<file path="src/rtl/esfa_pkg.sv">
// Shared ESFA sequencer types: opcode limits, FSM state and response flags.
// Latency: n/a (types only). Backpressure: n/a.
// Imported by the sequencer, its interface and the testbench.
package esfa_pkg;

    localparam logic [7:0] OP_NOP = 8'd8;
    localparam logic [7:0] OP_MAX = 8'd7;

    typedef enum logic [1:0] {
        ST_IDLE  = 2'd0,
        ST_ISSUE = 2'd1,
        ST_WAIT  = 2'd2,
        ST_RESP  = 2'd3
    } seq_state_t;

    typedef struct packed {
        logic       result_bool;
        logic [7:0] value;
        logic       err;
        logic       timeout;
    } rsp_flags_t;

endpackage

</file>
<file path="src/rtl/esfa_op_sequencer_if.sv">
// Host command, array drive and host response bundle for the ESFA sequencer.
// Latency: n/a (wires only). Backpressure: cmd_ready/rsp_ready valid-ready pairs.
// slave = sequencer view, master = host plus array view.
interface esfa_op_sequencer_if #(parameter int CNT_W = 16);

    logic             cmd_valid;
    logic             cmd_ready;
    logic [7:0]       cmd_op;
    logic [7:0]       cmd_index;
    logic [7:0]       cmd_value;
    logic [7:0]       cmd_metadata;
    logic             cmd_is_meta;

    logic [7:0]       arr_selector;
    logic [7:0]       arr_new_index;
    logic [7:0]       arr_new_value;
    logic [7:0]       arr_metadata;
    logic             arr_is_metadata;
    logic             arr_opdone;
    logic             arr_result_bool;
    logic [7:0]       arr_result_value;

    logic             rsp_valid;
    logic             rsp_ready;
    logic             rsp_bool;
    logic [7:0]       rsp_value;
    logic             rsp_err;
    logic             rsp_timeout;
    logic [CNT_W-1:0] rsp_cycles;
    logic             busy;

    modport slave (
        input  cmd_valid, cmd_op, cmd_index, cmd_value, cmd_metadata, cmd_is_meta,
        output cmd_ready,
        output arr_selector, arr_new_index, arr_new_value, arr_metadata, arr_is_metadata,
        input  arr_opdone, arr_result_bool, arr_result_value,
        output rsp_valid, rsp_bool, rsp_value, rsp_err, rsp_timeout, rsp_cycles, busy,
        input  rsp_ready
    );

    modport master (
        output cmd_valid, cmd_op, cmd_index, cmd_value, cmd_metadata, cmd_is_meta,
        input  cmd_ready,
        input  arr_selector, arr_new_index, arr_new_value, arr_metadata, arr_is_metadata,
        output arr_opdone, arr_result_bool, arr_result_value,
        input  rsp_valid, rsp_bool, rsp_value, rsp_err, rsp_timeout, rsp_cycles, busy,
        output rsp_ready
    );

endinterface

</file>
<file path="src/rtl/esfa_sat_counter.sv">
// Saturating up-counter with clear; clear+inc together loads 1.
// Latency: 1 cycle (registered count). Backpressure: none, holds at all-ones.
// Clears only via clr or async reset.
module esfa_sat_counter #(
    parameter int W = 16
) (
    input  logic         clk,
    input  logic         reset,
    input  logic         clr,
    input  logic         inc,
    output logic [W-1:0] count
);

    always_ff @(posedge clk or negedge reset) begin
        if (!reset) begin
            count <= '0;
        end else if (clr) begin
            count <= inc ? {{(W-1){1'b0}}, 1'b1} : '0;
        end else if (inc && (count != {W{1'b1}})) begin
            count <= count + 1'b1;
        end
    end

endmodule

</file>
<file path="src/rtl/esfa_op_sequencer.sv">
// One-at-a-time command sequencer for the ESFA array; optional ESFA_SEQ_STATS_EN adds op/timeout stats.
// Latency: >=3 cycles accept->rsp_valid (accept, ISSUE, WAIT); illegal opcodes respond next cycle.
// Backpressure: cmd_ready only in IDLE; response held stable in RESP until rsp_ready.
module esfa_op_sequencer
    import esfa_pkg::*;
#(
    parameter logic [7:0] IDLE_OP        = OP_NOP,
    parameter logic [7:0] MAX_OP         = OP_MAX,
    parameter int         TIMEOUT_CYCLES = 255,
    parameter int         CNT_W          = 16
) (
    input  logic                clk,
    input  logic                reset,
    esfa_op_sequencer_if.slave  bus
`ifdef ESFA_SEQ_STATS_EN
    ,
    output logic [15:0]         stat_ops,
    output logic [7:0]          stat_timeouts
`endif
);

    localparam logic [CNT_W-1:0] TMO = CNT_W'(TIMEOUT_CYCLES);

    seq_state_t       state;
    rsp_flags_t       rsp_q;
    logic [CNT_W-1:0] rsp_cycles_q;
    logic [CNT_W-1:0] cnt;
    logic [7:0]       sel_q, idx_q, val_q, meta_q;
    logic             is_meta_q;

    logic accept, legal, at_tmo, cnt_inc, rsp_hs;

    assign accept  = bus.cmd_valid && (state == ST_IDLE);
    assign legal   = (bus.cmd_op <= MAX_OP);
    assign at_tmo  = (cnt == TMO);
    assign rsp_hs  = (state == ST_RESP) && bus.rsp_ready;
    assign cnt_inc = (accept && legal) || (state == ST_ISSUE) ||
                     ((state == ST_WAIT) && !bus.arr_opdone && !at_tmo);

    // Cleared on every accept; an illegal opcode leaves it at 0.
    esfa_sat_counter #(.W(CNT_W)) u_cycle_cnt (
        .clk   (clk),
        .reset (reset),
        .clr   (accept),
        .inc   (cnt_inc),
        .count (cnt)
    );

    always_ff @(posedge clk or negedge reset) begin
        if (!reset) begin
            state        <= ST_IDLE;
            sel_q        <= IDLE_OP;
            idx_q        <= '0;
            val_q        <= '0;
            meta_q       <= '0;
            is_meta_q    <= 1'b0;
            rsp_q        <= '0;
            rsp_cycles_q <= '0;
        end else begin
            case (state)
                ST_IDLE: begin
                    if (accept) begin
                        if (legal) begin
                            sel_q     <= bus.cmd_op;
                            idx_q     <= bus.cmd_index;
                            val_q     <= bus.cmd_value;
                            meta_q    <= bus.cmd_metadata;
                            is_meta_q <= bus.cmd_is_meta;
                            state     <= ST_ISSUE;
                        end else begin
                            rsp_q        <= '{result_bool: 1'b0, value: 8'h00, err: 1'b1, timeout: 1'b0};
                            rsp_cycles_q <= '0;
                            state        <= ST_RESP;
                        end
                    end
                end
                // opdone is deliberately not sampled here: it may be left over from the previous op.
                ST_ISSUE: state <= ST_WAIT;
                ST_WAIT: begin
                    if (bus.arr_opdone || at_tmo) begin
                        if (bus.arr_opdone) begin
                            rsp_q <= '{result_bool: bus.arr_result_bool, value: bus.arr_result_value,
                                       err: 1'b0, timeout: 1'b0};
                        end else begin
                            rsp_q <= '{result_bool: 1'b0, value: 8'h00, err: 1'b0, timeout: 1'b1};
                        end
                        rsp_cycles_q <= cnt;
                        sel_q        <= IDLE_OP;
                        idx_q        <= '0;
                        val_q        <= '0;
                        meta_q       <= '0;
                        is_meta_q    <= 1'b0;
                        state        <= ST_RESP;
                    end
                end
                ST_RESP: begin
                    if (bus.rsp_ready) state <= ST_IDLE;
                end
                default: state <= ST_IDLE;
            endcase
        end
    end

    assign bus.cmd_ready       = (state == ST_IDLE);
    assign bus.busy            = (state != ST_IDLE);
    assign bus.rsp_valid       = (state == ST_RESP);
    assign bus.rsp_bool        = rsp_q.result_bool;
    assign bus.rsp_value       = rsp_q.value;
    assign bus.rsp_err         = rsp_q.err;
    assign bus.rsp_timeout     = rsp_q.timeout;
    assign bus.rsp_cycles      = rsp_cycles_q;
    assign bus.arr_selector    = sel_q;
    assign bus.arr_new_index   = idx_q;
    assign bus.arr_new_value   = val_q;
    assign bus.arr_metadata    = meta_q;
    assign bus.arr_is_metadata = is_meta_q;

`ifdef ESFA_SEQ_STATS_EN
    esfa_sat_counter #(.W(16)) u_stat_ops (
        .clk   (clk),
        .reset (reset),
        .clr   (1'b0),
        .inc   (rsp_hs && !rsp_q.err),
        .count (stat_ops)
    );

    esfa_sat_counter #(.W(8)) u_stat_timeouts (
        .clk   (clk),
        .reset (reset),
        .clr   (1'b0),
        .inc   (rsp_hs && rsp_q.timeout),
        .count (stat_timeouts)
    );
`else
    logic unused_hs;
    assign unused_hs = rsp_hs;
`endif

endmodule

</file>
<file path="src/flat_wrapper.sv">
// flat-port wrapper written by rule: the top's interface ports become plain ports
module esfa_op_sequencer_flat import esfa_pkg::*;
#(
    parameter logic [7:0] IDLE_OP        = OP_NOP,
    parameter logic [7:0] MAX_OP         = OP_MAX,
    parameter int         TIMEOUT_CYCLES = 255,
    parameter int         CNT_W          = 16
)
  (clk, reset, bus_cmd_valid, bus_cmd_op, bus_cmd_index, bus_cmd_value, bus_cmd_metadata, bus_cmd_is_meta, bus_cmd_ready, bus_arr_selector, bus_arr_new_index, bus_arr_new_value, bus_arr_metadata, bus_arr_is_metadata, bus_arr_opdone, bus_arr_result_bool, bus_arr_result_value, bus_rsp_valid, bus_rsp_bool, bus_rsp_value, bus_rsp_err, bus_rsp_timeout, bus_rsp_cycles, bus_busy, bus_rsp_ready);
  esfa_op_sequencer_if #(.CNT_W(CNT_W)) bus_i ();
  input  logic clk;
  input  logic reset;
  input wire logic [$bits(bus_i.cmd_valid)-1:0] bus_cmd_valid;
  input wire logic [$bits(bus_i.cmd_op)-1:0] bus_cmd_op;
  input wire logic [$bits(bus_i.cmd_index)-1:0] bus_cmd_index;
  input wire logic [$bits(bus_i.cmd_value)-1:0] bus_cmd_value;
  input wire logic [$bits(bus_i.cmd_metadata)-1:0] bus_cmd_metadata;
  input wire logic [$bits(bus_i.cmd_is_meta)-1:0] bus_cmd_is_meta;
  output wire logic [$bits(bus_i.cmd_ready)-1:0] bus_cmd_ready;
  output wire logic [$bits(bus_i.arr_selector)-1:0] bus_arr_selector;
  output wire logic [$bits(bus_i.arr_new_index)-1:0] bus_arr_new_index;
  output wire logic [$bits(bus_i.arr_new_value)-1:0] bus_arr_new_value;
  output wire logic [$bits(bus_i.arr_metadata)-1:0] bus_arr_metadata;
  output wire logic [$bits(bus_i.arr_is_metadata)-1:0] bus_arr_is_metadata;
  input wire logic [$bits(bus_i.arr_opdone)-1:0] bus_arr_opdone;
  input wire logic [$bits(bus_i.arr_result_bool)-1:0] bus_arr_result_bool;
  input wire logic [$bits(bus_i.arr_result_value)-1:0] bus_arr_result_value;
  output wire logic [$bits(bus_i.rsp_valid)-1:0] bus_rsp_valid;
  output wire logic [$bits(bus_i.rsp_bool)-1:0] bus_rsp_bool;
  output wire logic [$bits(bus_i.rsp_value)-1:0] bus_rsp_value;
  output wire logic [$bits(bus_i.rsp_err)-1:0] bus_rsp_err;
  output wire logic [$bits(bus_i.rsp_timeout)-1:0] bus_rsp_timeout;
  output wire logic [$bits(bus_i.rsp_cycles)-1:0] bus_rsp_cycles;
  output wire logic [$bits(bus_i.busy)-1:0] bus_busy;
  input wire logic [$bits(bus_i.rsp_ready)-1:0] bus_rsp_ready;
  assign bus_i.cmd_valid = bus_cmd_valid;
  assign bus_i.cmd_op = bus_cmd_op;
  assign bus_i.cmd_index = bus_cmd_index;
  assign bus_i.cmd_value = bus_cmd_value;
  assign bus_i.cmd_metadata = bus_cmd_metadata;
  assign bus_i.cmd_is_meta = bus_cmd_is_meta;
  assign bus_cmd_ready = bus_i.cmd_ready;
  assign bus_arr_selector = bus_i.arr_selector;
  assign bus_arr_new_index = bus_i.arr_new_index;
  assign bus_arr_new_value = bus_i.arr_new_value;
  assign bus_arr_metadata = bus_i.arr_metadata;
  assign bus_arr_is_metadata = bus_i.arr_is_metadata;
  assign bus_i.arr_opdone = bus_arr_opdone;
  assign bus_i.arr_result_bool = bus_arr_result_bool;
  assign bus_i.arr_result_value = bus_arr_result_value;
  assign bus_rsp_valid = bus_i.rsp_valid;
  assign bus_rsp_bool = bus_i.rsp_bool;
  assign bus_rsp_value = bus_i.rsp_value;
  assign bus_rsp_err = bus_i.rsp_err;
  assign bus_rsp_timeout = bus_i.rsp_timeout;
  assign bus_rsp_cycles = bus_i.rsp_cycles;
  assign bus_busy = bus_i.busy;
  assign bus_i.rsp_ready = bus_rsp_ready;
  esfa_op_sequencer #(.IDLE_OP(IDLE_OP), .MAX_OP(MAX_OP), .TIMEOUT_CYCLES(TIMEOUT_CYCLES), .CNT_W(CNT_W)) u_core (.clk(clk), .reset(reset), .bus(bus_i));
endmodule
</file>
<file path="config.mk">
export PLATFORM = sky130hd
export DESIGN_NAME = esfa_op_sequencer_flat
export DESIGN_NICKNAME = d
export VERILOG_FILES = /design/src/rtl/esfa_pkg.sv /design/src/rtl/esfa_op_sequencer_if.sv /design/src/rtl/esfa_sat_counter.sv /design/src/rtl/esfa_op_sequencer.sv /design/src/flat_wrapper.sv
export SDC_FILE = /design/constraint.sdc
export NUM_CORES = 1
export LEC_CHECK = 0
export ABC_AREA = 1
export CAP_MARGIN = 10
export CORE_ASPECT_RATIO = 0.8
export CORE_MARGIN = 2
export CORE_UTILIZATION = 35
export CTS_CLUSTER_SIZE = 20
export DETAILED_ROUTE_END_ITERATION = 10
export GPL_ROUTABILITY_DRIVEN = 0
export PLACE_DENSITY = 0.59
export SETUP_SLACK_MARGIN = 0.2
export SLEW_MARGIN = 0
export SYNTH_ARGS = -nofsm -noshare
export SYNTH_HDL_FRONTEND = slang
export SYNTH_HIERARCHICAL = 1
export SYNTH_SLANG_ARGS = --single-unit
</file>
<file path="constraint.sdc">
create_clock -name clk -period 2.3 [get_ports clk]
set_clock_uncertainty 0.1 [all_clocks]
set_input_delay 0.46 -clock clk [delete_from_list [all_inputs] [get_ports clk]]
set_output_delay 0.46 -clock clk [all_outputs]
set_load 0.02 [all_outputs]
</file>
A small window of the routed layout:
Region (51, 39) to (76, 64) um. Cells in grey, sequential cells in the stronger grey; small squares are vias.
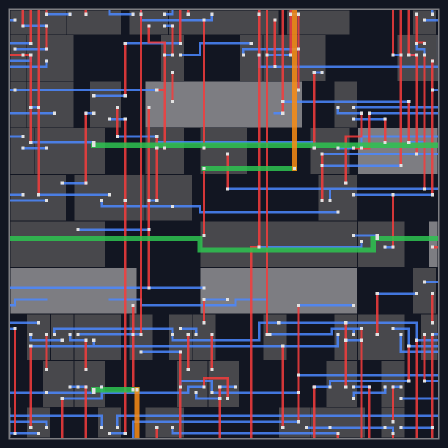
| colour | layer |
|---|---|
| green | metal 3 |
| red | metal 2 |
| blue | metal 1 |
| orange | metal 4 |
sequential cells in the window: 4
netlist names of flops here include: `u_core/u_cycle_cnt/count` (2)
cells with their middle in the window: 53
most frequent: nand2_1 (13), buf_4 (6)

Where the registers sit:
Drawn at 3 px/um. Other sequential cells in the stronger grey, the rest of the logic in the fainter grey.
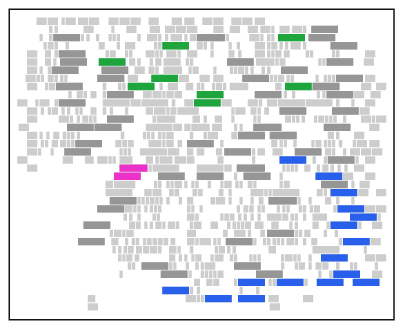
| colour | signal | flops |
|---|---|---|
| magenta | `u_core/state` | 2 |
| blue | `u_core/bus.rsp_cycles` | 16 |
| green | `u_core/bus.arr_new_index` | 8 |
not coloured: 52
sequential cell area share: 0.3250
sequential power: 2060 uW
sequential cell area: 1958 um2

Cells by drive strength:
Drawn at 4 px/um.
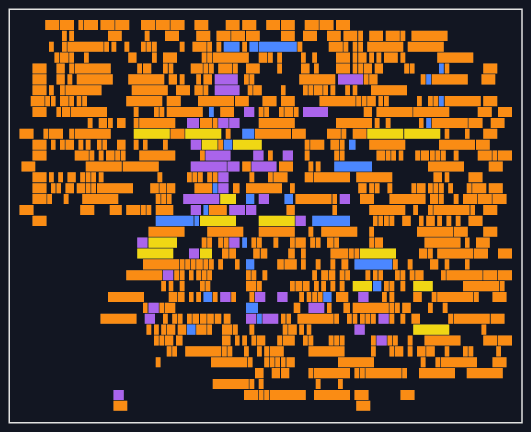
| colour | size | cells | most used |
|---|---|---|---|
| purple | _3 and _4 cells | 41 | buf_4 |
| orange | _0 and _1 cells | 625 | nand2_1 |
| yellow | _6 and larger | 16 | clkbuf_16 |
| blue | _2 cells | 28 | inv_2 |
nonclk buf count: 140
Area Growth Syn to Fin: 40.42%

Track usage over the die:
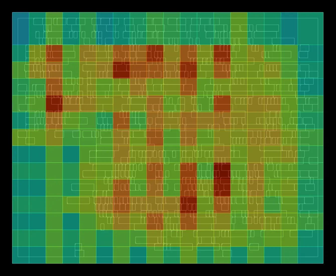
WL/cell: 13.51 um
GR Util met3: 0.03944
Util after Layout: 0.4991
gr usage total: 0.1811

==> reports/summary.txt <==
count of library flops with an enable pin - 0
grt ovf - 0
die y size - 103.0 um
met1 Use GR - 0.2616
invs w/o clock - 82
final setup vio count - 0
Post-synth regs - 78
Max Cap Violations - 0
Vias/cell - 4.781
post-cts resize count - 6
worst path cell trace - clkdlybuf4s50_1
switching share of power - 0.4409
# diodes - 0
Pint - 4134 uW
Worst EP arrival - 1.45 ns
Clock Sinks - 78
DRC violations left - 0
Critical R2R Launch - u_core/u_cycle_cnt/count[13]$_DFFE_PN0P_
ys async rst share - 1.000
combinational share of power - 0.539
Clk pwr share - 0.182
Non-clock buffer share - 0.2245
TritonRoute pass-1 iters - 4
hold wc startpoint - u_core/bus.arr_selector[3]$_DFFE_PN1P_
DR WL met3 - 697 um
Mux cell area share - 0
grt peak-use layer - met2
RR Endpoint - u_core/u_cycle_cnt/count[14]$_DFFE_PN0P_
CP top delay family - buffers and inverters
post-route setup slack - 0.2865 ns
power density cells - 1227 nW/um2
clock buffers - 12
Top Metal Used - met4
ys cells - 582
final cell count without fillers - 862
RSZ-0062 raised after global routing - no
Worst VDD drop - 0.0007180 V
simple share - 0.3815
Reg clk slew, reported paths - 0.06 ns
placed cells - 838
# Taps - 152
Worst EP required - 1.74 ns
Seq share, synth - 0.4552
Pwr Total - 7394 uW
Comb. pwr - 3990 uW
Avg Cell Area, Syn - 7.372 um2
CP Class - reg2out
CP max FO - 2
Final Max-Slew Violation Tally - 0
Fillers - 1197
Power Clock - 1350 uW
GR Layer Usage met2 - 0.2723
worst slack at placement - -0.08678 ns
Seq cells - 78
Yosys cell types - 33
core area - 12070 um2
worst hold path type - reg2reg
Tmin final - 2.013 ns
Floorplan Utilization - 0.3554
Log Warnings - 31
Adder Area Share - 0.01750
Syn Nets - 635
CP startpoint kind - flip-flop
first-pass GRT wire length - 19060 um
Synth top cells by count - nand2_1, dfrtp_1, inv_1
final antenna-violating net count - 0
Clock Latency Late Sink - 0.33 ns
Top-area cell share - 0.4491
logic area - 1929 um2
Crit path largest cell delay - 0.60 ns
Die W - 127.8 um
Tightest Pin Transition - 0.3600 ns
final net count - 758
Via Count - 4121
total wire length - 11650 um
hold_ws - 0.3628 ns
Layout clock area frac - 0.04756
Mapped Cells - 582
met2 wire length - 5127 um
Pwr top - combinational logic
initial antenna violation count - 0
Area after DPL - 5583 um2
die area - 13170 um2
R2R Setup Slk - 0.31 ns
Highest Clock Rate - 0.4967 GHz
slew margin rel. - 0.7597
Multi-In Gates - 394
final hold vios - 0
I/O pin total - 110
ratio of cells with drive above 1 in the final layout - 0.1197
Dominant combinational family - simple AND/OR/NAND/NOR gates
LEAKAGE - 0.003174 uW
Max stage delay cell, worst path - clkdlybuf4s50_1
Top area cell types - dfrtp_1, nand2_1, nand4_1
most frequent logic cell in the layout - nand2_1
setup TNS - 0 ns
Setup crit end - bus_arr_selector[3]
largest class - sequential cells
TritonCTS clock tree - yes
outcome - finished clean
Post-CTS Hold Buffers - 1
pin count of the biggest net entering global routing - 66
post-DP HPWL - 8090 um
TritonCTS Buffers - 9
Yosys Chip Area - 4290 um2
H-tree depth - 3
Power and IR drop assume default switching activity.
